$ cat config.mk
export PLATFORM = sky130hd
export DESIGN_NAME = conv2d_mac_engine_flat
export DESIGN_NICKNAME = d
export VERILOG_FILES = /design/src/rtl/conv2d_mac_engine_if.sv /design/src/rtl/conv2d_mac_engine.sv /design/src/flat_wrapper.sv
export SDC_FILE = /design/constraint.sdc
export NUM_CORES = 2
export LEC_CHECK = 0
export ABC_CLOCK_PERIOD_IN_PS = 18670
export CAP_MARGIN = 10
export CORE_AREA = 2 2 300 302
export CTS_BUF_LIST = sky130_fd_sc_hd__clkbuf_2
export DETAILED_ROUTE_END_ITERATION = 12
export DIE_AREA = 0 0 302 304
export PLACE_DENSITY = 0.67
export SYNTH_ARGS = -nofsm -noshare
export SYNTH_HDL_FRONTEND = slang
export SYNTH_SLANG_ARGS = --single-unit
$ cat constraint.sdc
create_clock -name clk -period 18.67 [get_ports clk]
set_input_delay 3.734 -clock clk [delete_from_list [all_inputs] [get_ports clk]]
set_output_delay 3.734 -clock clk [all_outputs]
set_load 0.005 [all_outputs]
$ cat src/rtl/conv2d_mac_engine_if.sv
// Window-in / pixel-out streaming bundle for conv2d_mac_engine.
// The slave modport is the engine's view; master is the surrounding pipeline.
`timescale 1ns/1ps
interface conv2d_mac_engine_if #(
  parameter int DW   = 16,
  parameter int CIN  = 3,
  parameter int COUT = 8,
  parameter int K    = 3
);
  localparam int CHW = (COUT > 1) ? $clog2(COUT) : 1;

  logic                      in_valid;
  logic                      in_ready;
  logic [CIN*K*K*DW-1:0]     in_window;
  logic                      out_valid;
  logic                      out_ready;
  logic signed [DW-1:0]      out_data;
  logic [CHW-1:0]            out_ch;
  logic                      out_last;
  logic                      sat;

  modport master (
    output in_valid, in_window, out_ready,
    input  in_ready, out_valid, out_data, out_ch, out_last, sat
  );

  modport slave (
    input  in_valid, in_window, out_ready,
    output in_ready, out_valid, out_data, out_ch, out_last, sat
  );
endinterface

$ cat src/rtl/conv2d_mac_engine.sv
// Time-multiplexed single-MAC KxK convolution engine producing COUT requantised pixels per window.
// Optional build macro CONV2D_RELU_EN clamps negative saturated results to zero.
`timescale 1ns/1ps
module conv2d_mac_engine #(
  parameter int DW   = 16,
  parameter int WW   = 16,
  parameter int BW   = 32,
  parameter int CIN  = 3,
  parameter int COUT = 8,
  parameter int K    = 3,
  parameter int ACCW = 48,
  parameter int FRAC = 8,
  parameter int WAW  = 16,
  parameter int BAW  = 8
) (
  input  logic                  clk,
  input  logic                  rst_n,
  conv2d_mac_engine_if.slave    bus,
  output logic [WAW-1:0]        w_addr,
  input  logic signed [WW-1:0]  w_data,
  output logic [BAW-1:0]        b_addr,
  input  logic signed [BW-1:0]  b_data
);

  localparam int N   = CIN * K * K;
  localparam int NW  = (N > 1) ? $clog2(N) : 1;
  localparam int CHW = (COUT > 1) ? $clog2(COUT) : 1;
  localparam int PW  = DW + WW;

  localparam logic signed [ACCW-1:0] SAT_MAX = {{(ACCW-DW+1){1'b0}}, {(DW-1){1'b1}}};
  localparam logic signed [ACCW-1:0] SAT_MIN = {{(ACCW-DW+1){1'b1}}, {(DW-1){1'b0}}};

  typedef enum logic [2:0] {IDLE, MAC, BIAS, ADD, OUT} state_t;

  state_t                 state;
  logic [NW-1:0]          n;
  logic [CHW-1:0]         co;
  logic signed [ACCW-1:0] acc;
  logic                   vld_p1;
  logic [N*DW-1:0]        win_q;
  logic signed [DW-1:0]   x_p1;

  logic signed [PW-1:0]   prod_p1;
  logic signed [ACCW-1:0] prod_ext;
  logic signed [ACCW-1:0] acc_bias;
  logic signed [ACCW-1:0] r_round;
  logic signed [DW-1:0]   q_sat;
  logic                   q_clip;
  logic                   last_ch;

  function automatic logic signed [ACCW-1:0] round_half_up(input logic signed [ACCW-1:0] a);
    logic signed [ACCW-1:0] half;
    half = '0;
    half[FRAC-1] = 1'b1;
    return (a + half) >>> FRAC;
  endfunction

  function automatic logic is_clipped(input logic signed [ACCW-1:0] r);
    return (r > SAT_MAX) || (r < SAT_MIN);
  endfunction

  function automatic logic signed [DW-1:0] saturate(input logic signed [ACCW-1:0] r);
    if (r > SAT_MAX) return SAT_MAX[DW-1:0];
    if (r < SAT_MIN) return SAT_MIN[DW-1:0];
    return r[DW-1:0];
  endfunction

  function automatic logic signed [DW-1:0] relu(input logic signed [DW-1:0] q);
`ifdef CONV2D_RELU_EN
    return q[DW-1] ? '0 : q;
`else
    return q;
`endif
  endfunction

  // p1: window element registered one cycle behind its weight address, matching ROM latency
  assign prod_p1  = PW'(x_p1) * PW'(w_data);
  assign prod_ext = ACCW'(prod_p1);
  assign acc_bias = acc + ACCW'(b_data);
  assign r_round  = round_half_up(acc_bias);
  assign q_sat    = relu(saturate(r_round));
  assign q_clip   = is_clipped(r_round);
  assign last_ch  = (co == CHW'(COUT - 1));

  always_ff @(posedge clk) begin
    if (state == IDLE && bus.in_valid) win_q <= bus.in_window;
    x_p1 <= win_q[int'(n)*DW +: DW];
  end

  always_ff @(posedge clk or negedge rst_n) begin
    if (!rst_n) begin
      state         <= IDLE;
      n             <= '0;
      co            <= '0;
      acc           <= '0;
      vld_p1        <= 1'b0;
      w_addr        <= '0;
      b_addr        <= '0;
      bus.in_ready  <= 1'b1;
      bus.out_valid <= 1'b0;
      bus.out_data  <= '0;
      bus.out_ch    <= '0;
      bus.out_last  <= 1'b0;
      bus.sat       <= 1'b0;
    end else begin
      vld_p1 <= (state == MAC);
      if (vld_p1) acc <= acc + prod_ext;

      case (state)
        IDLE: begin
          if (bus.in_valid) begin
            state        <= MAC;
            co           <= '0;
            n            <= '0;
            acc          <= '0;
            w_addr       <= '0;
            bus.in_ready <= 1'b0;
          end
        end

        MAC: begin
          if (n == NW'(N - 1)) begin
            state  <= BIAS;
            b_addr <= BAW'(co);
          end else begin
            n      <= n + NW'(1);
            w_addr <= w_addr + WAW'(1);
          end
        end

        BIAS: state <= ADD;

        // p2: bias folded in and requantised straight into the held output registers
        ADD: begin
          acc           <= acc_bias;
          bus.out_data  <= q_sat;
          bus.sat       <= q_clip;
          bus.out_ch    <= co;
          bus.out_last  <= last_ch;
          bus.out_valid <= 1'b1;
          state         <= OUT;
        end

        OUT: begin
          if (bus.out_ready) begin
            bus.out_valid <= 1'b0;
            bus.out_last  <= 1'b0;
            if (last_ch) begin
              state        <= IDLE;
              bus.in_ready <= 1'b1;
            end else begin
              co     <= co + CHW'(1);
              n      <= '0;
              acc    <= '0;
              w_addr <= w_addr + WAW'(1);
              state  <= MAC;
            end
          end
        end

        default: state <= IDLE;
      endcase
    end
  end

endmodule

$ cat src/flat_wrapper.sv
// flat-port wrapper written by rule: the top's interface ports become plain ports
module conv2d_mac_engine_flat 
#(
  parameter int DW   = 16,
  parameter int WW   = 16,
  parameter int BW   = 32,
  parameter int CIN  = 3,
  parameter int COUT = 8,
  parameter int K    = 3,
  parameter int ACCW = 48,
  parameter int FRAC = 8,
  parameter int WAW  = 16,
  parameter int BAW  = 8
)
  (clk, rst_n, w_addr, w_data, b_addr, b_data, bus_in_valid, bus_in_window, bus_out_ready, bus_in_ready, bus_out_valid, bus_out_data, bus_out_ch, bus_out_last, bus_sat);
  conv2d_mac_engine_if #(.DW(DW), .CIN(CIN), .COUT(COUT), .K(K)) bus_i ();
  input  logic clk;
  input  logic rst_n;
  output logic [WAW-1:0] w_addr;
  input  logic signed [WW-1:0] w_data;
  output logic [BAW-1:0] b_addr;
  input  logic signed [BW-1:0] b_data;
  input wire logic [$bits(bus_i.in_valid)-1:0] bus_in_valid;
  input wire logic [$bits(bus_i.in_window)-1:0] bus_in_window;
  input wire logic [$bits(bus_i.out_ready)-1:0] bus_out_ready;
  output wire logic [$bits(bus_i.in_ready)-1:0] bus_in_ready;
  output wire logic [$bits(bus_i.out_valid)-1:0] bus_out_valid;
  output wire logic [$bits(bus_i.out_data)-1:0] bus_out_data;
  output wire logic [$bits(bus_i.out_ch)-1:0] bus_out_ch;
  output wire logic [$bits(bus_i.out_last)-1:0] bus_out_last;
  output wire logic [$bits(bus_i.sat)-1:0] bus_sat;
  assign bus_i.in_valid = bus_in_valid;
  assign bus_i.in_window = bus_in_window;
  assign bus_i.out_ready = bus_out_ready;
  assign bus_in_ready = bus_i.in_ready;
  assign bus_out_valid = bus_i.out_valid;
  assign bus_out_data = bus_i.out_data;
  assign bus_out_ch = bus_i.out_ch;
  assign bus_out_last = bus_i.out_last;
  assign bus_sat = bus_i.sat;
  conv2d_mac_engine #(.DW(DW), .WW(WW), .BW(BW), .CIN(CIN), .COUT(COUT), .K(K), .ACCW(ACCW), .FRAC(FRAC), .WAW(WAW), .BAW(BAW)) u_core (.clk(clk), .rst_n(rst_n), .bus(bus_i), .w_addr(w_addr), .w_data(w_data), .b_addr(b_addr), .b_data(b_data));
endmodule
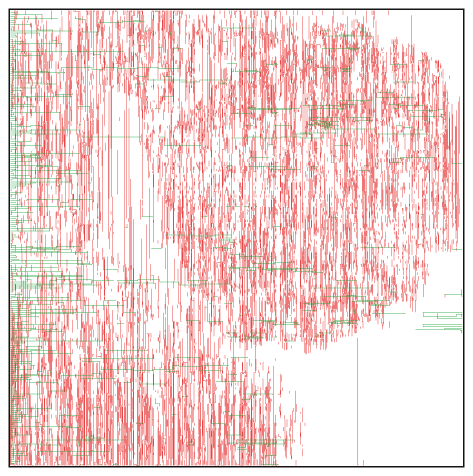
**Above:** signal wires by layer.
Drawn at 1.5 px/um. Only two layers are drawn.
[green] metal 3 | wire length: 6330 um
[red] metal 2 | wire length: 60.0 mm
Detailed Route WL: 113000 um
via count: 27700

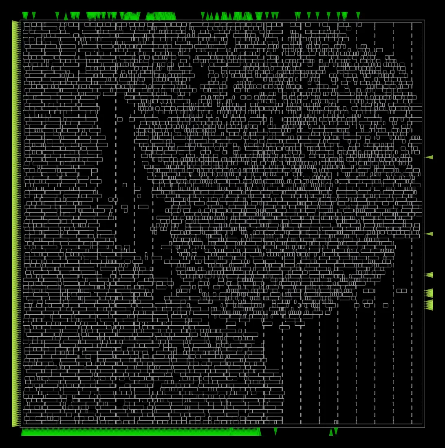
**Above:** cell placement.
Fillers: 7792
sequential cell count: 550
Finished Core Util: 53.2%

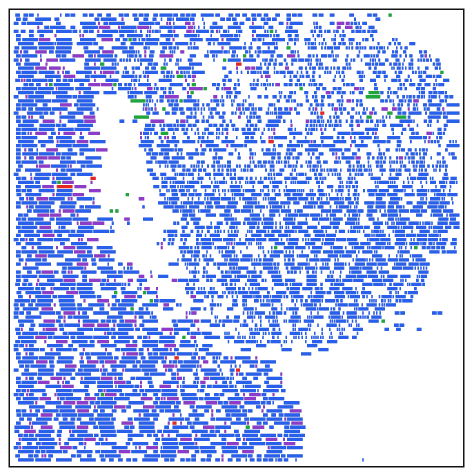
**Above:** cell sizes after repair.
Drawn at 1.5 px/um.
[green] _3 and _4 cells | cells: 40 | share: 1.0%
[blue] _0 and _1 cells | cells: 3573 | share: 89%
[purple] _2 cells | cells: 389 | share: 9.7%
[red] _6 and larger | cells: 8 | share: 0.20%
Design Area, Final: 0.0474 mm^2
P&R area growth vs syn: 19.4%
Non-CTS buffers: 548
worst setup margin: 8510 ps

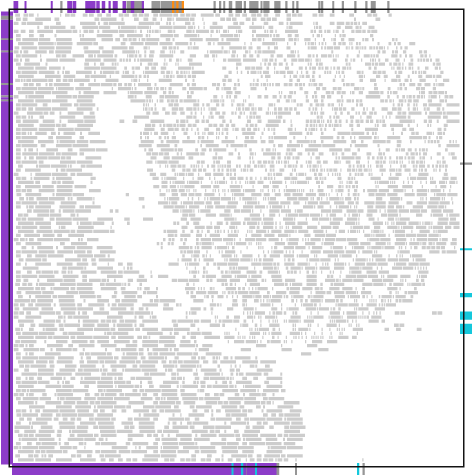
**Above:** pin placement.
Drawn at 1.5 px/um. Pins as bars across the die edge, other pins in gray.
[orange] `bus_out_ch` | pins: 3 | direction: output | edge: top
[purple] `bus_in_window` | pins: 432 | direction: input | edge: 215 left, 187 bottom, 30 top
[cyan] `w_data` | pins: 16 | direction: input | edge: 12 right, 4 bottom
input/output buffers: 525
Die Wd: 302 um
Die Ht: 304 um

==> run summary <==
fresh numbers from the pnr run: top cells by count inv_1, edfxtp_1, fa_1, Final Hold Fails 0, status finished, final reports clean, Fmax 98.4 MHz, FP Rows 110, total track usage 25.0%, synth unique cells 102, vias in the first global route 29900, WP data required 19960 ps, wire length of the first global-routing pass 173000 um, Clock Tree Buf Depth 3, most frequent cell after synthesis inv_1, initial DRC count 1677, yosys simple share 9.84%, Final Hold Slack 510 ps, final setup fails 0, Post-synth regs 550, Syn Inst Count 3338, Final Skew 91.4 ps, CTS tree yes, vias per cell 5.33, Initial Util 44.6%, met3 WL 6330 um, GRT Max-Usage Layer met2, final slew viol count 0, Synth Warn # 0, worst path arrival time 11450 ps, adder-cell share of the synthesized area 24.1%, Worst setup EP type flip-flop, die area 0.0918 mm^2, AO/OA Area Share 8.54%, critical path fanouts, max 16, CTS root buffer clkbuf_2, most frequent logic cell in the layout clkdlybuf4s50_1, fin cells 5205, Hold Path Class reg -> reg, CTS-repair resized insts 0, Post-synth ARST share 18.5%, num ports 531, period utilization 54.4%, drt wl/cell 21.7 um, syn avg cell area 11.9 um^2, critical path type in -> reg, Period minus WS final 10160 ps, GRT Residual Overflow 0, top cell type by total area after synthesis edfxtp_1, DRC 0, top layer in use met5
-- worst paths after layout --
| kind | from | to | slack (ps) | cells past startpoint |
|---|---|---|---|---|
| worst min register to register | u_core.bus.out_ch[0] | u_core.bus.out_ch[0] | 510 | 2 |
| min in group asynchronous | rst_n | u_core.acc[29] | 2390 | 1 |
| worst max register to register | u_core.x_p1[9] | u_core.acc[46] | 10920 | 25 |
| worst min-delay path | u_core.bus.out_ch[0] | u_core.bus.out_ch[0] | 510 | 2 |
| worst max-delay path | w_data[1] | u_core.acc[46] | 8510 | 27 |
| max in group asynchronous | rst_n | u_core.n[1] | 15010 | 2 |
-- worst max-delay path, stage by stage --
cell and delay [ps]:
clkdlybuf4s50_1 740, nand2_1 310, inv_1 90, fa_1 610
inv_1 160, fa_1 890, fa_1 500, inv_1 70
fa_1 440, fa_1 570, inv_1 60, fa_1 530
inv_1 40, ha_1 350, a21o_1 190, a21o_1 180
a21oi_1 210, nor2_1 60, a41oi_1 310, o31ai_1 180
a21oi_1 260, o211ai_1 190, o211a_1 250, o21ai_0 140
nand2b_1 90, xnor2_1 120, o21ai_0 150
-- area by class of cell --
class                   instances  area [um^2]
fillers                      7792        41700
multi-input cells            2170        21400
flip-flops and latches        550        15900
repair buffers                548         5430
inverters                     484         1820
well taps                    1176         1470
clock buffers                 210         1050
clock inverters                48          280
diodes                         19         47.5
